$ cat src/rtl/fir_mac_engine.sv
// Serial 32-tap FIR multiply-accumulate engine fed by a combinational coefficient ROM.
// Optional output clamp: define FIR_SATURATE_EN; otherwise the result wraps to 16 bits.
module fir_mac_engine #(
  parameter int TAPS = 32,
  parameter int DW   = 16,
  parameter int ACCW = 37
) (
  input  logic                     clk,
  input  logic                     rst_n,
  input  logic [DW-1:0]            in_data,
  input  logic                     in_valid,
  output logic                     in_ready,
  input  logic                     mode,
  output logic [$clog2(TAPS)-1:0]  coef_addr,
  output logic                     coef_mode,
  input  logic [DW-1:0]            coef_data,
  output logic [DW-1:0]            out_data,
  output logic                     out_valid
);

  localparam int AW = $clog2(TAPS);
  localparam int PW = 2 * DW;
  localparam logic [AW-1:0] PTR_ONE  = {{(AW-1){1'b0}}, 1'b1};
  localparam logic [AW-1:0] PTR_LAST = {AW{1'b1}};

  typedef enum logic [1:0] {
    IDLE = 2'd0,
    MAC  = 2'd1,
    DONE = 2'd2
  } state_t;

  state_t                 state_r, state_s;
  logic [DW-1:0]          delay_r [TAPS];
  logic [AW-1:0]          wr_ptr_r, newest_ptr_r, k_r, tap_idx_s;
  logic signed [ACCW-1:0] acc_r, prod_ext_s;
  logic signed [DW-1:0]   tap_s, coef_s;
  logic signed [PW-1:0]   prod_s;
  logic                   coef_mode_r, in_ready_r, out_valid_r, accept_s;
  logic [DW-1:0]          out_data_r;

  // Scale the Q1.15-weighted sum back to a DW-bit sample (floor, no rounding).
  function automatic logic [DW-1:0] reduce_acc(input logic signed [ACCW-1:0] acc);
`ifdef FIR_SATURATE_EN
    logic signed [ACCW-1:0] shifted;
    shifted = acc >>> (DW - 1);
    if (shifted > $signed({{(ACCW-DW+1){1'b0}}, {(DW-1){1'b1}}})) begin
      return {1'b0, {(DW-1){1'b1}}};
    end else if (shifted < $signed({{(ACCW-DW+1){1'b1}}, {(DW-1){1'b0}}})) begin
      return {1'b1, {(DW-1){1'b0}}};
    end else begin
      return shifted[DW-1:0];
    end
`else
    return acc[PW-2:DW-1];
`endif
  endfunction

  assign accept_s   = (state_r == IDLE) && in_valid;
  assign tap_idx_s  = newest_ptr_r - k_r;
  assign tap_s      = delay_r[tap_idx_s];
  assign coef_s     = coef_data;
  assign prod_s     = tap_s * coef_s;
  assign prod_ext_s = {{(ACCW-PW){prod_s[PW-1]}}, prod_s};

  assign in_ready  = in_ready_r;
  assign coef_addr = k_r;
  assign coef_mode = coef_mode_r;
  assign out_data  = out_data_r;
  assign out_valid = out_valid_r;

  // Next-state logic: one accept, TAPS accumulate cycles, one output cycle.
  always_comb begin
    state_s = state_r;
    case (state_r)
      IDLE: begin
        if (in_valid) begin
          state_s = MAC;
        end else begin
          state_s = IDLE;
        end
      end
      MAC: begin
        if (k_r == PTR_LAST) begin
          state_s = DONE;
        end else begin
          state_s = MAC;
        end
      end
      DONE:    state_s = IDLE;
      default: state_s = IDLE;
    endcase
  end

  // State register, tap counter, accumulator and registered outputs.
  always_ff @(posedge clk) begin
    if (!rst_n) begin
      state_r      <= IDLE;
      in_ready_r   <= 1'b1;
      wr_ptr_r     <= {AW{1'b0}};
      newest_ptr_r <= {AW{1'b0}};
      k_r          <= {AW{1'b0}};
      acc_r        <= {ACCW{1'b0}};
      coef_mode_r  <= 1'b0;
      out_data_r   <= {DW{1'b0}};
      out_valid_r  <= 1'b0;
    end else begin
      state_r     <= state_s;
      in_ready_r  <= (state_s == IDLE);
      out_valid_r <= 1'b0;
      case (state_r)
        IDLE: begin
          if (in_valid) begin
            newest_ptr_r <= wr_ptr_r;
            wr_ptr_r     <= wr_ptr_r + PTR_ONE;
            coef_mode_r  <= mode;
            k_r          <= {AW{1'b0}};
            acc_r        <= {ACCW{1'b0}};
          end
        end
        MAC: begin
          // k wraps back to 0 after the last tap, leaving coef_addr at 0 when idle.
          acc_r <= acc_r + prod_ext_s;
          k_r   <= k_r + PTR_ONE;
        end
        DONE: begin
          out_data_r  <= reduce_acc(acc_r);
          out_valid_r <= 1'b1;
        end
        default: begin
          out_valid_r <= 1'b0;
        end
      endcase
    end
  end

  // Delay line: cleared by reset, written only on an accepted sample.
  always_ff @(posedge clk) begin
    if (!rst_n) begin
      for (int i = 0; i < TAPS; i++) begin
        delay_r[i] <= {DW{1'b0}};
      end
    end else if (accept_s) begin
      delay_r[wr_ptr_r] <= in_data;
    end
  end

endmodule

$ cat config.mk
export PLATFORM = sky130hd
export DESIGN_NAME = fir_mac_engine
export DESIGN_NICKNAME = d
export VERILOG_FILES = /design/src/rtl/fir_mac_engine.sv
export SDC_FILE = /design/constraint.sdc
export NUM_CORES = 2
export LEC_CHECK = 0
export CELL_PAD_IN_SITES_DETAIL_PLACEMENT = 0
export CELL_PAD_IN_SITES_GLOBAL_PLACEMENT = 1
export CORE_MARGIN = 2
export CORE_UTILIZATION = 45
export CTS_CLUSTER_SIZE = 14
export DETAILED_ROUTE_END_ITERATION = 12
export PLACE_DENSITY = 0.71
export SYNTH_ARGS = -nofsm -noshare
export SYNTH_HDL_FRONTEND = slang
export SYNTH_SLANG_ARGS = --single-unit
$ cat constraint.sdc
create_clock -name clk -period 20.1 [get_ports clk]
set_input_delay 3.015 -clock clk [delete_from_list [all_inputs] [get_ports clk]]
set_output_delay 3.015 -clock clk [all_outputs]
set_load 0.01 [all_outputs]
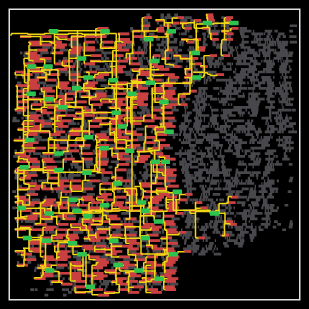
(images/clk_routes.png)
(1 px per um)
Key: yellow = clock wires [length 7340 um]; green = clock drivers [count 58]; red = flip-flops [count 579]
There are 59 routed clock nets.
clk_lat worst skew: 0.63 ns
worst setup skew after layout: 0.02384 ns

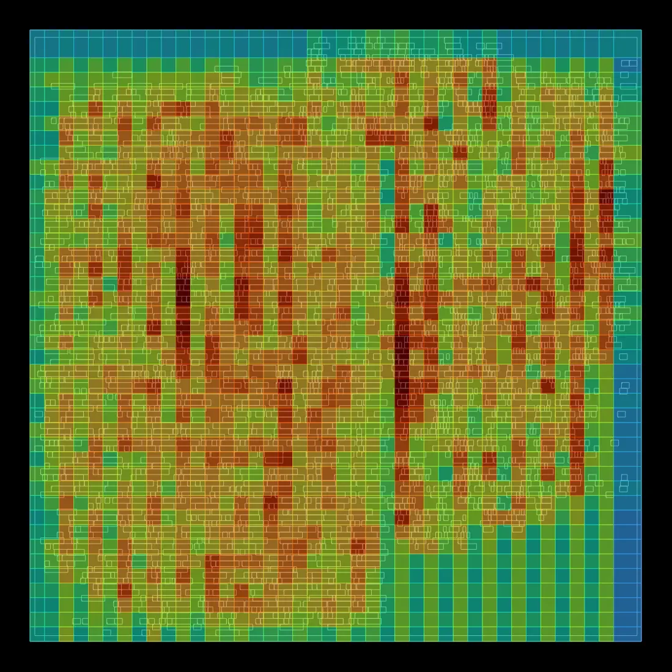
(images/congestion.png)
met3 Usage GRT: 2.669%
global routing usage summed across all routing layers: 23.39%

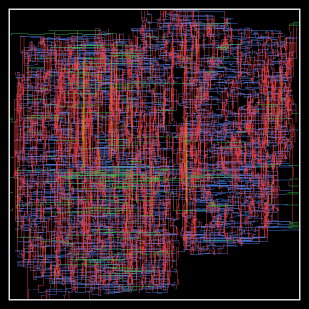
(images/wires.png)
(1 px per um)
Key: red = metal 2 [wire length 46.5 mm]; green = metal 3 [wire length 4800 um]; orange = metal 4 [wire length 2120 um]; blue = metal 1 [wire length 40.6 mm]
DRT Wirelength: 93990 um
Routed wire per std cell: 23.71 um
vias: 21440

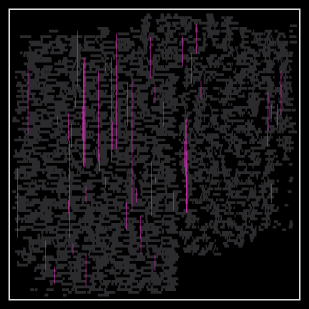
(images/layer_met4.png)
(1 px per um)
The longest straight run is 129 um. The wires run mostly vertical. The layer carries 2120 um of wire. 34 nets have wire on it. The layer holds 2.3% of the routed length.

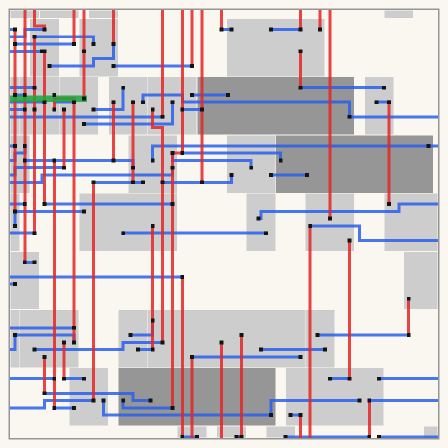
(images/detail.png)
Window x 207 to 227, y 62 to 82 um. Cells in grey, sequential cells in the stronger grey; small squares are vias.
Key: blue = metal 1; red = metal 2; green = metal 3
Most frequent: inv_1 (5). Sequential cells in the window: 3. 23 logic cells have their middle in the window. Netlist names of flops here include acc_r (3).

worst max-delay path, cell delays in order, from the launching register on:
cell,delay (ns)
sky130_fd_sc_hd__dfxtp_1,0.38
sky130_fd_sc_hd__ha_4,0.20
sky130_fd_sc_hd__fa_4,1.17
sky130_fd_sc_hd__buf_4,0.66
sky130_fd_sc_hd__buf_4,0.71
sky130_fd_sc_hd__mux4_2,0.58
sky130_fd_sc_hd__mux4_2,0.53
sky130_fd_sc_hd__mux2_2,0.45
sky130_fd_sc_hd__and2_1,0.25
sky130_fd_sc_hd__fa_1,0.54
sky130_fd_sc_hd__inv_1,0.06
sky130_fd_sc_hd__fa_1,0.52
sky130_fd_sc_hd__fa_1,0.54
sky130_fd_sc_hd__inv_1,0.06
sky130_fd_sc_hd__fa_1,0.50
sky130_fd_sc_hd__fa_1,0.49
sky130_fd_sc_hd__inv_1,0.05
sky130_fd_sc_hd__fa_1,0.49
sky130_fd_sc_hd__inv_1,0.05
sky130_fd_sc_hd__ha_1,0.32
sky130_fd_sc_hd__o21ai_0,0.13
sky130_fd_sc_hd__or2_2,0.29
sky130_fd_sc_hd__a31oi_1,0.53
sky130_fd_sc_hd__a21oi_1,0.29
sky130_fd_sc_hd__o31ai_1,0.40
sky130_fd_sc_hd__a21oi_1,0.13
sky130_fd_sc_hd__and3_1,0.19
sky130_fd_sc_hd__o31a_1,0.22
how the worst min path moves through the flow:
stage,startpoint,to
after floorplan,newest_ptr_r[0],newest_ptr_r[0]
after global placement,coef_mode,coef_mode
after detailed placement,out_data[1],out_data[1]
after CTS,out_data[1],out_data[1]
after global routing,out_data[1],out_data[1]
final,out_data[1],out_data[1]
==> run summary <==
Figures from the flow reports.

Outcome:
- The flow ran to the end, and the final reports show no timing, DRC or antenna violations.

Final layout:
- The run gives the number of flip-flops under the largest register name as 512.
- The run gives the filler cell count as 6951.
- Per the final layout report, the fraction of cells sized above drive strength 1 comes to 11.43%.
- The run puts the utilization after layout at 49.76%.
- The run gives the largest cell class by area as combinational gates.
- The run gives the flip-flop and latch share of the layout cell area as 41.71%.
- The run puts the number of sequential cells at 579.
- According to the cell report, the number of logic gates is 1761.
- The run gives the fraction of standard cell area in multi-input logic as 44.63%.
- The run gives the antenna cell count as 1.
- The sequential cells in the finished layout cover a total of 16720 um2.
- The run puts the non-clock inverter total of the final layout at 334.
- In the final layout, the multi-input gates occupy 17890 um2.
- The run gives the area overhead of the layout relative to synthesis as 9.574%.
- The final layout report lists a clock buffer count of 71.
- The run puts the non-filler instance count after layout at 3965.
- The run gives the share of final layout cell area taken by clock buffers and inverters as 4.530%.
- The run puts the number of non-clock buffers at 123.
- The register with the most flip-flops in the final layout is delay_r.
- Ranking logic cells in the layout by count gives the top entries sky130_fd_sc_hd__and2_1, sky130_fd_sc_hd__edfxtp_1, sky130_fd_sc_hd__inv_1, sky130_fd_sc_hd__fa_1, sky130_fd_sc_hd__nand2_1.
- After the last flow step, the layout net total stands at 3284.
- In the final layout, non-clock buffers account for 2.691% of the cell area.
- The run gives the most numerous logic cell after layout as sky130_fd_sc_hd__and2_1.
- The final report gives the standard cell area, fillers excluded, as 40080 um2.

CTS:
- The run puts the number of CTS-inserted buffers at 58.
- The run puts the post-CTS repair timing setup buffer count at 0.
- Looking at the clock tree report, the H-tree level count equals 2.
- The CTS log lists the clock sinks for this run as 579.
- The run puts the post-cts hold buffer count at 0.
- The run puts the number of buffers on the longest clock path at 3.
- Clock tree synthesis selected as its root buffer the cell sky130_fd_sc_hd__clkbuf_16.
- The run gives the register clock-pin slew on the reported worst setup and hold paths as 0.06 ns.
- TritonCTS built the clock tree.
- The run gives the post-cts resize count as 0.

Logic synthesis:
- The run gives the compound-cell area share of the yosys netlist as 2.866%.
- The run gives the main flop type as sky130_fd_sc_hd__edfxtp_1.
- Measured against the total synthesized area, the mux share comes to 10.39%.
- The share of synthesized area in the top cell type comes to 42.03%.
- The synthesized netlist was found by Yosys to have 2857 cells.
- In the synthesized netlist, the cells that appear most often are sky130_fd_sc_hd__and2_1, sky130_fd_sc_hd__edfxtp_1, sky130_fd_sc_hd__inv_1, sky130_fd_sc_hd__fa_1, sky130_fd_sc_hd__nand2_1.
- The run gives the mean cell area of the mapped netlist as 12.80 um2.
- The run gives the portion of the post-synthesis area used by sequential elements as 45.70%.
- The run gives the largest combinational cell category by area as adder cells.
- The run gives the number of enable-type register cells in the synthesized netlist as 512.
- The run puts the post-synthesis share of cell area spent on and, or, nand and nor gates at 15.15%.
- After synthesis, the netlist uses 49 different library cells.
- For reference, full adder, half adder and majority cells occupy 19.24% of the area reported after synthesis.
- The run gives the post-synthesis cell type with the largest combined area as sky130_fd_sc_hd__edfxtp_1.
- The run puts the async set-or-reset flop fraction in the synthesized netlist at 0%.
- The synthesis stats list as the most numerous cell sky130_fd_sc_hd__and2_1.
- The run gives the instance tally after logic synthesis as 2857.
- Counting flops and latches in the post-synthesis netlist gives 579.
- The run gives the Yosys warning count as 0.
- At floorplan, the net count of the design was reported as 3284.
- After synthesis the cells add up to 36580 um2.
- For this run, the chip area from Yosys synthesis comes to 36580 um2.
- The run gives the XOR/XNOR share of the synthesized area as 1.153%.
- Ranked by total cell area, the synthesized netlist is headed by sky130_fd_sc_hd__edfxtp_1, sky130_fd_sc_hd__fa_1, sky130_fd_sc_hd__and2_1.

Worst setup path:
- OpenSTA lists the critical path endpoint as acc_r[28].
- Tracing the worst setup path back leads to its startpoint at coef_addr[0].
- By startpoint and endpoint, the worst setup path is classified as reg -> reg.
- STA lists the startpoint of the worst register-to-register path as coef_addr[0].
- Counting cells, the worst reg-to-reg path comes to 27.
- Looking at the reg2reg group, the worst path ends at acc_r[28].
- STA classifies the critical path endpoint as a register.
- STA classifies the critical path startpoint as a register.
- The run puts the data required time of the critical path at 20.60 ns.
- The run gives the largest fanout on the critical path as 36.
- The worst-case reg-to-reg setup slack stands at 9.17 ns.
- The OpenROAD report gives the critical path a data arrival time of 11.43 ns.

Final timing:
- Adding up every negative setup slack in the final design gives 0 ns.
- The run puts the final-report setup violation count at 0.
- The run puts the final count of hold timing violations at 0.
- The most critical hold endpoint after final layout shows a slack of 0.4692 ns.
- The run gives the transition time at the pin with the least slew margin as 1.323 ns.
- The run puts the headroom to the max-slew limit at 11.46%.
- In the finished design, the share of the clock period the worst path needs comes to 54.40%.
- The run gives the time the worst path needs with I/O delays and setup as 10.93 ns.
- Setup repair after global routing left no endpoint under its margin.
- The run gives the final critical-path setup slack as 9.165 ns.
- The run gives the top achievable clock speed as 91.45 MHz.
- Per the final report, max-transition violations number 0.

Worst hold path:
- The run puts the hold-critical path depth at 2.
- The run gives the class of the most critical hold timing path as reg -> reg.

Routing:
- In the per-layer breakdown of the detailed-route log, met1 shows 40610 um.
- The run puts the violation count after the first detailed-routing iteration at 1896.
- The highest metal layer carrying signal wires in the routed design is met4.
- The routed design shows a via density per instance of 5.408.
- The run puts the total length of routed met2 wires at 46450 um.
- The run puts the number of antenna-violating nets in the routed design at 0.
- The run gives the number of search-and-repair iterations in the first detailed-routing pass as 7.
- The run puts the routed length on met3 at 4802 um.
- The run puts the number of DRC violations after detailed routing at 0.

Placed design:
- The run gives the number of I/O port buffers as 59.
- The run gives the post-detailed-placement cell area as 38260 um2.
- The run puts the placed wire-length estimate at 64520 um.
- Per the gpl log, the routability congestion estimate is 0.8549.
- The detailed placer reported the number of placed instances as 3857.
- The run gives the pre-CTS setup slack as 9.087 ns.

Floorplan:
- The run gives the number of tap cells inserted as 1060.
- The run gives the height of the die as 289.1 um.
- In this run the standard cell core region covers 80550 um2.
- The run puts the number of core rows at 104.
- The run puts the core utilization at floorplan at 45.41%.
- The run puts the die extent in x at 289.1 um.
- The run puts the top-level I/O count at 60.
- The run gives the overall chip area as 83580 um2.

Global routing:
- The run puts the wire length of the first global-routing pass at 145800 um.
- The layer flagged by global routing as most heavily used is met2.
- The run gives the pin count of the biggest net entering global routing as 98.
- The run puts the fraction of met2 tracks used by global routing at 39.69%.
- The run gives the number of global-route vias before repair as 23210.
- The run puts the met1 track demand over resource at 32.45%.
- The run gives the number of antenna violations at the first check in global routing as 2.
- The run puts the total global routing overflow at 0.

Job:
- The run puts the count of tool warnings at 29.
- The run gives the number of max-cap violations as 0.
